`src/rtl/fetch_pkg.sv`:
```
// Shared constants and state encoding for the seq_fetch front end.
// Imported by the fetch top and its skid buffer.
package fetch_pkg;

  localparam logic [31:0] NOP_INSTR        = 32'h0000_0013;
  localparam logic [31:0] ECALL_INSTR      = 32'h0000_0073;
  localparam logic [31:0] EBREAK_INSTR     = 32'h0010_0073;
  localparam logic [31:0] DEFAULT_RESET_PC = 32'h0000_0000;

  typedef enum logic [1:0] {
    RUN  = 2'd0,
    HALT = 2'd1,
    ERR  = 2'd2
  } state_t;

  function automatic logic is_halt(input logic [31:0] instr);
    return (instr == ECALL_INSTR) || (instr == EBREAK_INSTR);
  endfunction

endpackage

```
`src/rtl/fetch_skid_buf.sv`:
```
// Two-entry {pc, instr} buffer: output register plus one skid slot.
// The caller guarantees a free slot whenever in_valid is asserted.
module fetch_skid_buf
  import fetch_pkg::*;
#(
  parameter int XLEN = 32
) (
  input  logic            clk,
  input  logic            rst,
  input  logic            flush,
  input  logic            in_valid,
  input  logic [XLEN-1:0] in_pc,
  input  logic [31:0]     in_instr,
  input  logic            out_ready,
  output logic            out_valid,
  output logic [XLEN-1:0] out_pc,
  output logic [31:0]     out_instr,
  output logic            skid_valid
);

  logic [XLEN-1:0] skid_pc;
  logic [31:0]     skid_instr;
  logic            out_free;

  // Output slot can take new data when empty or drained this cycle.
  assign out_free = ~out_valid | out_ready;

  // Keep program order: skid entry always precedes a new response.
  always_ff @(posedge clk) begin
    if (rst) begin
      out_valid  <= 1'b0;
      out_pc     <= '0;
      out_instr  <= NOP_INSTR;
      skid_valid <= 1'b0;
      skid_pc    <= '0;
      skid_instr <= NOP_INSTR;
    end else if (flush) begin
      out_valid  <= 1'b0;
      skid_valid <= 1'b0;
    end else if (out_free) begin
      if (skid_valid) begin
        out_valid  <= 1'b1;
        out_pc     <= skid_pc;
        out_instr  <= skid_instr;
        skid_valid <= in_valid;
        if (in_valid) begin
          skid_pc    <= in_pc;
          skid_instr <= in_instr;
        end
      end else if (in_valid) begin
        out_valid <= 1'b1;
        out_pc    <= in_pc;
        out_instr <= in_instr;
      end else begin
        out_valid <= 1'b0;
      end
    end else if (in_valid) begin
      skid_valid <= 1'b1;
      skid_pc    <= in_pc;
      skid_instr <= in_instr;
    end
  end

endmodule

```
`src/rtl/seq_fetch.sv`:
```
// Instruction-fetch front end: PC, imem request issue, redirect, halt.
// Responses land in a 2-entry skid buffer feeding decode.
module seq_fetch
  import fetch_pkg::*;
#(
  parameter int              XLEN     = 32,
  parameter logic [XLEN-1:0] RESET_PC = XLEN'(DEFAULT_RESET_PC)
) (
  input  logic            clk,
  input  logic            rst,
  output logic            imem_en,
  output logic [XLEN-1:0] imem_addr,
  input  logic [31:0]     imem_rdata,
  output logic            if_valid,
  input  logic            if_ready,
  output logic [XLEN-1:0] if_pc,
  output logic [31:0]     if_instr,
  input  logic            br_taken,
  input  logic [XLEN-1:0] br_target,
  output logic            halted,
  output logic            fetch_err
);

  state_t          state;
  logic [XLEN-1:0] pc_q;
  logic [XLEN-1:0] req_pc;
  logic            inflight;
  logic            skid_valid;
  logic            run;
  logic            accept;
  logic            halting;
  logic            redirect;
  logic            misalign;
  logic            flush;
  logic            fill;
  logic            issue;
  logic [1:0]      cnt;
  logic [1:0]      occ;

  assign run      = (state == RUN);
  assign accept   = if_valid & if_ready;
  assign halting  = run & accept & is_halt(if_instr);
  assign redirect = run & br_taken & ~halting;
  assign misalign = redirect & (br_target[1:0] != 2'b00);

  // Occupancy never exceeds 2, so "< 2" is just bit 1 clear.
  assign cnt = {1'b0, if_valid} + {1'b0, skid_valid}
             + {1'b0, inflight};
  assign occ = cnt - {1'b0, accept};

  assign issue     = ~rst & run & ~br_taken & ~occ[1];
  assign imem_en   = issue;
  assign imem_addr = pc_q;

  // Leaving RUN or redirecting drops everything buffered or in flight.
  assign flush = ~run | redirect | halting;
  assign fill  = inflight & ~flush;

  // PC advance, redirect load, and the outstanding-request flag.
  always_ff @(posedge clk) begin
    if (rst) begin
      pc_q     <= RESET_PC;
      req_pc   <= '0;
      inflight <= 1'b0;
    end else begin
      inflight <= issue;
      if (issue) begin
        req_pc <= pc_q;
      end
      if (redirect & ~misalign) begin
        pc_q <= br_target;
      end else if (issue) begin
        pc_q <= pc_q + XLEN'(4);
      end
    end
  end

  // Run/halt/error FSM with sticky status flags.
  always_ff @(posedge clk) begin
    if (rst) begin
      state     <= RUN;
      halted    <= 1'b0;
      fetch_err <= 1'b0;
    end else begin
      unique case (state)
        RUN: begin
          if (halting) begin
            state  <= HALT;
            halted <= 1'b1;
          end else if (misalign) begin
            state     <= ERR;
            fetch_err <= 1'b1;
          end
        end
        default: state <= state;
      endcase
    end
  end

  fetch_skid_buf #(
    .XLEN(XLEN)
  ) u_skid (
    .clk       (clk),
    .rst       (rst),
    .flush     (flush),
    .in_valid  (fill),
    .in_pc     (req_pc),
    .in_instr  (imem_rdata),
    .out_ready (if_ready),
    .out_valid (if_valid),
    .out_pc    (if_pc),
    .out_instr (if_instr),
    .skid_valid(skid_valid)
  );

endmodule

```
`config.mk`:
```
export PLATFORM = sky130hd
export DESIGN_NAME = seq_fetch
export DESIGN_NICKNAME = d
export VERILOG_FILES = /design/src/rtl/fetch_pkg.sv /design/src/rtl/fetch_skid_buf.sv /design/src/rtl/seq_fetch.sv
export SDC_FILE = /design/constraint.sdc
export NUM_CORES = 1
export LEC_CHECK = 0
export CELL_PAD_IN_SITES_DETAIL_PLACEMENT = 1
export CELL_PAD_IN_SITES_GLOBAL_PLACEMENT = 1
export CORE_UTILIZATION = 42
export CTS_BUF_LIST = sky130_fd_sc_hd__clkbuf_4 sky130_fd_sc_hd__clkbuf_8
export DETAILED_ROUTE_END_ITERATION = 8
export PLACE_DENSITY = 0.89
export RECOVER_POWER = 50
export SLEW_MARGIN = 10
export SYNTH_ARGS = -nofsm -noshare
export SYNTH_HDL_FRONTEND = slang
export SYNTH_SLANG_ARGS = --single-unit
export TNS_END_PERCENT = 1
```
`constraint.sdc`:
```
create_clock -name clk -period 9.8 [get_ports clk]
set_input_delay 1.96 -clock clk [delete_from_list [all_inputs] [get_ports clk]]
set_output_delay 1.96 -clock clk [all_outputs]
set_load 0.03 [all_outputs]
```
Figure 1. Cell sizes after repair.
Drawn at 2 px/um.
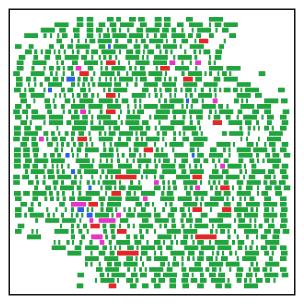
legend:
  x3 and x4:
    colour: magenta
    cells: 16
  x1 and smaller:
    colour: green
    cells: 1058
  x6 and larger:
    colour: red
    cells: 22
  x2:
    colour: blue
    cells: 10
number of non-clock buffers in the layout: 175
Area Growth Syn to Fin: 25.7%

Figure 2. A small window of the routed layout.
Region (46, 74) to (96, 124) um. Cells in grey, sequential cells in the stronger grey; small squares are vias.
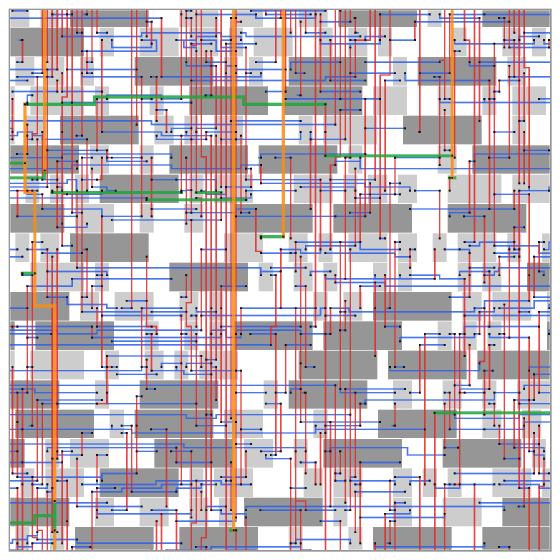
legend:
  M4:
    colour: orange
  M1:
    colour: blue
  M2:
    colour: red
  M3:
    colour: green
sequential cells in the window: 47
cells with their middle in the window: 179
most frequent: nand2_1 (62), dfxtp_1 (47), a21oi_1 (30)
netlist names of flops here include: req_pc (19), u_skid.skid_pc (18), u_skid.out_pc (8)

==> impl_metrics.csv <==
group,metric,value,unit
critical_path,required,7.84,ns
cells_and_area,fillCellCount,2266,
critical_path,worstSetupStartpoint,"if_ready",
final_timing,number_of_max_slew_violations_in_the_final_report,137,
final_timing,unrepaired_setup_endpoints_after_global_routing,"no",
run_status,failing_checks,"capacitance limit, slew limit",
yosys,async_reset_ff_frac,0,
grt,grt_overflow_total,0,
final_timing,final-hold-violation-count,0,
yosys,netlist.top_cell.by_area,"dfxtp_1",
yosys,synthAdderAreaFrac,0.00578,
cells_and_area,ff_count,199,
route,ant_nets,0,
critical_path,r2r_slack,4.50,ns
placed_design,input_output_buffers,167,
cells_and_area,layout.cell_area.non_filler,10300,sq um
power_and_ir_drop,power_switching,409,uW
clocking,cts_made_buffers,17,
route,viasPerCell,5.45,
cells_and_area,layout.buffer.nonclock.area_share,0.167,
yosys,synth-main-ff-cell,"dfxtp_1",
critical_path,crit_chain,"dlygate4sd3_1 > and2_0 > ha_1 > inv_1 > ha_1 > a21oi_1 > xnor2_1 > nand2b_2 > buf_4 > inv_1 > clkdlybuf4s50_1",
critical_path,path_delay_family,"buffers and inverters",
power_and_ir_drop,switching_share,0.261,
route,firstDrtPassIters,5,
min_path,hold_path_depth,2,
power_and_ir_drop,intPower,1.16,mW
cells_and_area,n_all_inverters,5,
run_status,status,"complete, but fails checks",
clocking,cts.clk_slew.worst_paths,0.09,ns
yosys,synth.cell_area,8230,sq um
min_path,worstHoldEndpoint,"u_skid.skid_pc[30]$_SDFFE_PP0P_",
critical_path,worstReg2RegEnd,"u_skid.skid_pc[25]$_SDFFE_PP0P_",
run,drv.max_cap_violation_count,4,
clocking,ctsHtreeMaxLevel,4,
Figure 3. Wire density map.
Drawn at 3 px/um. 28 x 28 tiles, from dark purple (low) to yellow (high), scaled to the fullest tile. Values are wire area over tile area, all layers added.
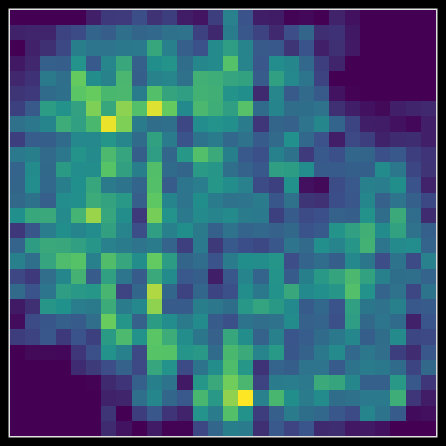
tiles over half the peak: 21%
mean over tiles: 0.19
densest ninth of the die: left middle
emptiest ninth of the die: top right
nearly empty tiles: 9.9%

Figure 4. PDN straps and rails.
Drawn at 3 px/um. Pins as bars on the die edge.
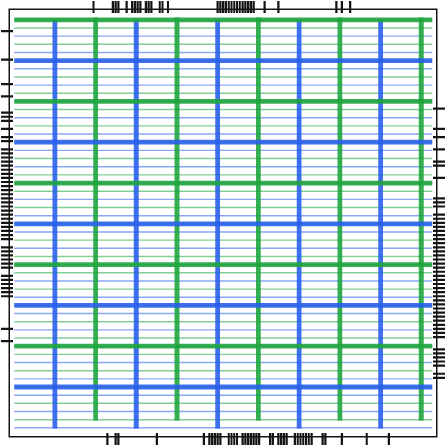
legend:
  VSS:
    colour: blue
  VDD:
    colour: green
met1 rails: 51
met5 straps: 10

